<file path="src/rtl/wave_mux_n_if.sv">
// Sample/select bus of the wave_mux_n DAC waveform selector.
// master drives key, select strobe and sample inputs; slave is the selector itself.
interface wave_mux_n_if #(
    parameter int DW  = 14,
    parameter int NCH = 4,
    parameter int SW  = 4
);
    logic              key_n;
    logic              sel_wr;
    logic [SW-1:0]     sel_idx;
    logic [NCH*DW-1:0] da_in;
    logic [DW-1:0]     da_out;
    logic [SW-1:0]     cur_sel;
    logic              busy;
    logic              sel_err;

    modport master (
        output key_n, sel_wr, sel_idx, da_in,
        input  da_out, cur_sel, busy, sel_err
    );

    modport slave (
        input  key_n, sel_wr, sel_idx, da_in,
        output da_out, cur_sel, busy, sel_err
    );
endinterface

</file>
<file path="src/rtl/wave_mux_n.sv">
// N-channel DAC waveform selector with key debouncer and register select port.
// Define WAVE_MUX_ZC_SWITCH_EN to defer channel changes to a midscale crossing (or timeout).
module wave_mux_n #(
    parameter int DW         = 14,
    parameter int NCH        = 4,
    parameter int SW         = 4,
    parameter int DEB_CYC    = 1_000_000,
    parameter int ZC_TIMEOUT = 4096
) (
    input logic        clk,
    input logic        rst_n,
    wave_mux_n_if.slave bus
);
    localparam int CW = $clog2(DEB_CYC) + 1;

    if (NCH < 2 || NCH > 16 || (1 << SW) < NCH || DEB_CYC < 2 || ZC_TIMEOUT < 2) begin : g_bad_param
        $error("wave_mux_n: illegal parameter set");
    end

    logic          key_m, key_s, key_st, key_st_d;
    logic [CW-1:0] deb_cnt;
    logic          press;
    logic [SW-1:0] tgt, cur_sel;
    logic [DW-1:0] da_out, sel_sample;
    logic          busy, sel_err;
    logic          idx_ok;

    assign press      = key_st_d & ~key_st;
    assign idx_ok     = {1'b0, bus.sel_idx} < (SW+1)'(NCH);
    assign sel_sample = bus.da_in[int'(cur_sel) * DW +: DW];

    // Key is idle-high, so the synchroniser and stable level reset to 1.
    always_ff @(posedge clk) begin
        if (!rst_n) begin
            key_m    <= 1'b1;
            key_s    <= 1'b1;
            key_st   <= 1'b1;
            key_st_d <= 1'b1;
            deb_cnt  <= '0;
        end else begin
            key_m    <= bus.key_n;
            key_s    <= key_m;
            key_st_d <= key_st;
            if (key_s != key_st) begin
                if (deb_cnt == CW'(DEB_CYC - 1)) begin
                    key_st  <= key_s;
                    deb_cnt <= '0;
                end else begin
                    deb_cnt <= deb_cnt + 1'b1;
                end
            end else begin
                deb_cnt <= '0;
            end
        end
    end

    // A register write always has priority; a coincident key press is discarded.
    always_ff @(posedge clk) begin
        if (!rst_n) begin
            tgt     <= '0;
            sel_err <= 1'b0;
        end else begin
            sel_err <= 1'b0;
            if (bus.sel_wr) begin
                if (idx_ok) tgt <= bus.sel_idx;
                else        sel_err <= 1'b1;
            end else if (press) begin
                tgt <= (tgt == SW'(NCH - 1)) ? '0 : tgt + 1'b1;
            end
        end
    end

    always_ff @(posedge clk) begin
        if (!rst_n) begin
            da_out <= DW'(1) << (DW - 1);
            busy   <= 1'b0;
        end else begin
            da_out <= sel_sample;
            busy   <= (tgt != cur_sel);
        end
    end

`ifdef WAVE_MUX_ZC_SWITCH_EN
    localparam int TW = $clog2(ZC_TIMEOUT) + 1;

    typedef enum logic {ZC_IDLE, ZC_WAIT} zc_state_e;

    zc_state_e     zc_state, zc_next;
    logic [TW-1:0] zc_cnt;
    logic          msb_prev;
    logic          crossing;
    logic          switch_now;

    assign crossing = sel_sample[DW-1] != msb_prev;

    always_ff @(posedge clk) begin
        if (!rst_n) begin
            zc_state <= ZC_IDLE;
            zc_cnt   <= '0;
            msb_prev <= 1'b0;
            cur_sel  <= '0;
        end else begin
            zc_state <= zc_next;
            msb_prev <= sel_sample[DW-1];
            if (switch_now) cur_sel <= tgt;
            if (zc_state == ZC_IDLE || switch_now) zc_cnt <= '0;
            else                                   zc_cnt <= zc_cnt + 1'b1;
        end
    end

    // Crossing and timeout in the same cycle collapse into one switch.
    always_comb begin
        zc_next    = zc_state;
        switch_now = 1'b0;
        case (zc_state)
            ZC_IDLE: begin
                if (tgt != cur_sel) zc_next = ZC_WAIT;
            end
            ZC_WAIT: begin
                if (tgt == cur_sel) begin
                    zc_next = ZC_IDLE;
                end else if (crossing || zc_cnt == TW'(ZC_TIMEOUT - 1)) begin
                    switch_now = 1'b1;
                    zc_next    = ZC_IDLE;
                end
            end
            default: zc_next = ZC_IDLE;
        endcase
    end
`else
    always_ff @(posedge clk) begin
        if (!rst_n) cur_sel <= '0;
        else        cur_sel <= tgt;
    end
`endif

    assign bus.da_out  = da_out;
    assign bus.cur_sel = cur_sel;
    assign bus.busy    = busy;
    assign bus.sel_err = sel_err;
endmodule

</file>
<file path="src/flat_wrapper.sv">
// flat-port wrapper written by rule: the top's interface ports become plain ports
module wave_mux_n_flat 
#(
    parameter int DW         = 14,
    parameter int NCH        = 4,
    parameter int SW         = 4,
    parameter int DEB_CYC    = 1_000_000,
    parameter int ZC_TIMEOUT = 4096
)
  (clk, rst_n, bus_key_n, bus_sel_wr, bus_sel_idx, bus_da_in, bus_da_out, bus_cur_sel, bus_busy, bus_sel_err);
  wave_mux_n_if #(.DW(DW), .NCH(NCH), .SW(SW)) bus_i ();
  input logic clk;
  input logic rst_n;
  input wire logic [$bits(bus_i.key_n)-1:0] bus_key_n;
  input wire logic [$bits(bus_i.sel_wr)-1:0] bus_sel_wr;
  input wire logic [$bits(bus_i.sel_idx)-1:0] bus_sel_idx;
  input wire logic [$bits(bus_i.da_in)-1:0] bus_da_in;
  output wire logic [$bits(bus_i.da_out)-1:0] bus_da_out;
  output wire logic [$bits(bus_i.cur_sel)-1:0] bus_cur_sel;
  output wire logic [$bits(bus_i.busy)-1:0] bus_busy;
  output wire logic [$bits(bus_i.sel_err)-1:0] bus_sel_err;
  assign bus_i.key_n = bus_key_n;
  assign bus_i.sel_wr = bus_sel_wr;
  assign bus_i.sel_idx = bus_sel_idx;
  assign bus_i.da_in = bus_da_in;
  assign bus_da_out = bus_i.da_out;
  assign bus_cur_sel = bus_i.cur_sel;
  assign bus_busy = bus_i.busy;
  assign bus_sel_err = bus_i.sel_err;
  wave_mux_n #(.DW(DW), .NCH(NCH), .SW(SW), .DEB_CYC(DEB_CYC), .ZC_TIMEOUT(ZC_TIMEOUT)) u_core (.clk(clk), .rst_n(rst_n), .bus(bus_i));
endmodule
</file>
<file path="config.mk">
export PLATFORM = sky130hd
export DESIGN_NAME = wave_mux_n_flat
export DESIGN_NICKNAME = d
export VERILOG_FILES = /design/src/rtl/wave_mux_n_if.sv /design/src/rtl/wave_mux_n.sv /design/src/flat_wrapper.sv
export SDC_FILE = /design/constraint.sdc
export NUM_CORES = 1
export LEC_CHECK = 0
export CAP_MARGIN = 20
export CORE_AREA = 2 2 61 87
export DETAILED_ROUTE_END_ITERATION = 10
export DIE_AREA = 0 0 63 89
export GPL_ROUTABILITY_DRIVEN = 0
export GPL_TIMING_DRIVEN = 0
export PLACE_DENSITY = 0.95
export SLEW_MARGIN = 0
export SYNTH_ARGS = -nofsm -noshare
export SYNTH_HDL_FRONTEND = slang
export SYNTH_SLANG_ARGS = --single-unit
</file>
<file path="constraint.sdc">
create_clock -name clk -period 3.5 [get_ports clk]
set_input_delay 1.05 -clock clk [delete_from_list [all_inputs] [get_ports clk]]
set_output_delay 1.05 -clock clk [all_outputs]
set_load 0.02 [all_outputs]
</file>
**Ports around the boundary**

Pins as bars across the die edge, other pins in gray.
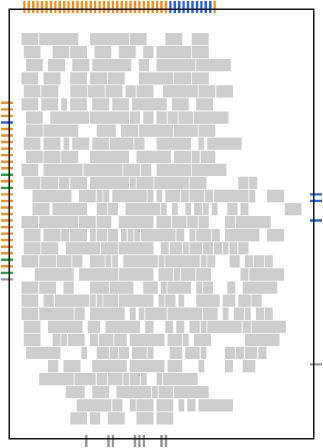
[bus_da_in] orange | pins: 56 | direction: input | edge: 34 top, 22 left
[bus_cur_sel] green | pins: 4 | direction: output | edge: left
[bus_da_out] blue | pins: 14 | direction: output | edge: 10 top, 3 right, 1 left
all pins by edge: 44 top, 28 left, 8 bottom, 4 right

==> impl_metrics.tcl <==
# yosys + openroad results
set metrics [dict create \
    drc_errors 0 \
    finalWirelength_um 6220 \
    clkTransAtPathRegs_ns 0.10 \
    outcome "complete, no violations" \
    grt_usage_pct 22.2 \
    grt-busiest-layer "met2" \
    drv_cap 0 \
    syn_to_final_growth_pct 45.2 \
    tns_ns 0 \
    max_slew_margin_pct 61.2 \
    lay_top_count "clkdlybuf4s50_1" \
    die_area_um2 5610 \
    cp-end-kind "output pin" \
    max_stage_delay_ns 0.67 \
    cts_tree "built" \
    num_vias 2018 \
    first_global_vias 2021 \
    met1_usage_pct 23.4 \
    routed.top_layer "met4" \
    comb_area_um2 1160 \
]
**Placed cells, one color a class**

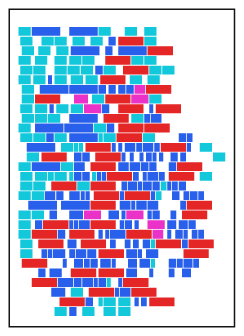
[combinational and other logic] blue | cells: 158 | share of their area: 38%
[other buffers and delay cells] cyan | cells: 94 | share of their area: 28%
[flops] red | cells: 49 | share of their area: 31%
[clock drivers and dummy loads] magenta | cells: 8 | share of their area: 3.1%

metrics by stage:
stage / total power (W) / setup WS [ns] / cell area (µm²) / util [%]
2_1_floorplan: 0.000650 / 1.32 / 2210 / -
3_3_place_gp: 0.000749 / 0.868 / 3110 / 65.3
4_1_cts: 0.00111 / 0.949 / 3210 / 67.3
6_report: 0.00110 / 0.961 / 3210 / 67.3
3_5_place_dp: 0.000754 / 0.887 / 3110 / 65.3
5_1_grt: 0.00114 / 0.901 / 3210 / 67.3
sequential cells by signal (all words and copies together) (netlist names):
| signal | flops |
|---|---|
| u_core.bus.cur_sel | 4 |
| u_core.key_st | 1 |
| u_core.key_s | 1 |
| u_core.key_st_d | 1 |
| u_core.bus.da_out | 14 |
| u_core.bus.sel_err | 1 |
| u_core.key_m | 1 |
| u_core.deb_cnt | 21 |
| u_core.tgt | 4 |
| u_core.bus.busy | 1 |
power groups by stage:
stage | clock network (W) | logic, W | registers (W)
floorplan | 0 | 0.0000437 | 0.000606
global placement | 0 | 0.000158 | 0.000591
detailed placement | 0 | 0.000163 | 0.000591
CTS | 0.000361 | 0.000166 | 0.000579
global route | 0.000385 | 0.000174 | 0.000580
finish | 0.000361 | 0.000165 | 0.000579
final cells by class:
cell class / instances / share of cell area, %
Timing Repair Buffer: 82 / 25.6
Multi-Input combinational cell: 152 / 36.1
Sequential cell: 49 / 30.6
Buffer: 12 / 1.52
Tap cell: 64 / 2.50
Clock inverter: 3 / 0.897
Inverter: 6 / 0.702
Clock buffer: 5 / 2.14
synth_stat cells:
cell	instances	share of area [%]
dfxtp_1	49	44
nor2_1	21	3.6
and3_1	14	4.0
mux4_2	14	14
nand2_1	13	2.2
a21oi_1	10	2.3
clkbuf_1	9	1.5
xnor2_1	8	3.2
xor2_1	8	3.2
o21ai_0	7	1.6
inv_1	6	1.0
nand3_1	6	1.4
nand2b_1	5	1.4
nand4_1	5	1.4
or3_1	5	1.4
and2_1	4	1.1
nor3_1	4	0.91
or4_1	4	1.4
buf_2	3	0.68
ha_1	2	1.1
nand4b_1	2	0.79
nor2b_1	2	0.57
nor4_1	2	0.57
o31ai_1	2	0.68
a211o_1	1	0.40
a211oi_1	1	0.34
a21boi_0	1	0.34
a31oi_1	1	0.28
a41o_1	1	0.45
and4_2	1	0.45
mux2_2	1	0.51
mux2i_1	1	0.45
nor3b_1	1	0.34
nor4b_1	1	0.40
o21bai_1	1	0.34
o311ai_0	1	0.40
o41a_1	1	0.51
or2_2	1	0.28
cells by family (layout without fill, tap and decap cells):
family | count (synthesis) | count (layout) | synth area share (%)
XOR/XNOR | 16 | 16 | 6.34
AND/OR/NAND/NOR | 91 | 91 | 22.1
flip-flops | 49 | 49 | 44.4
buffers and inverters | 18 | 108 | 3.23
AND-OR/OR-AND | 27 | 27 | 7.58
multiplexers | 16 | 16 | 15.2
adder cells (fa/ha/maj) | 2 | 2 | 1.13
final timing paths:
kind / from / endpoint / slack, ns / cells after the start
max reg2reg: u_core.deb_cnt[0] / u_core.deb_cnt[20] / 1.20 / 6
min: u_core.key_m / u_core.key_s / 0.43 / 1
min reg2reg: u_core.key_m / u_core.key_s / 0.43 / 1
max: u_core.bus.cur_sel[1] / bus_cur_sel[1] / 0.96 / 1
Power is estimated from default activity; no workload was simulated.
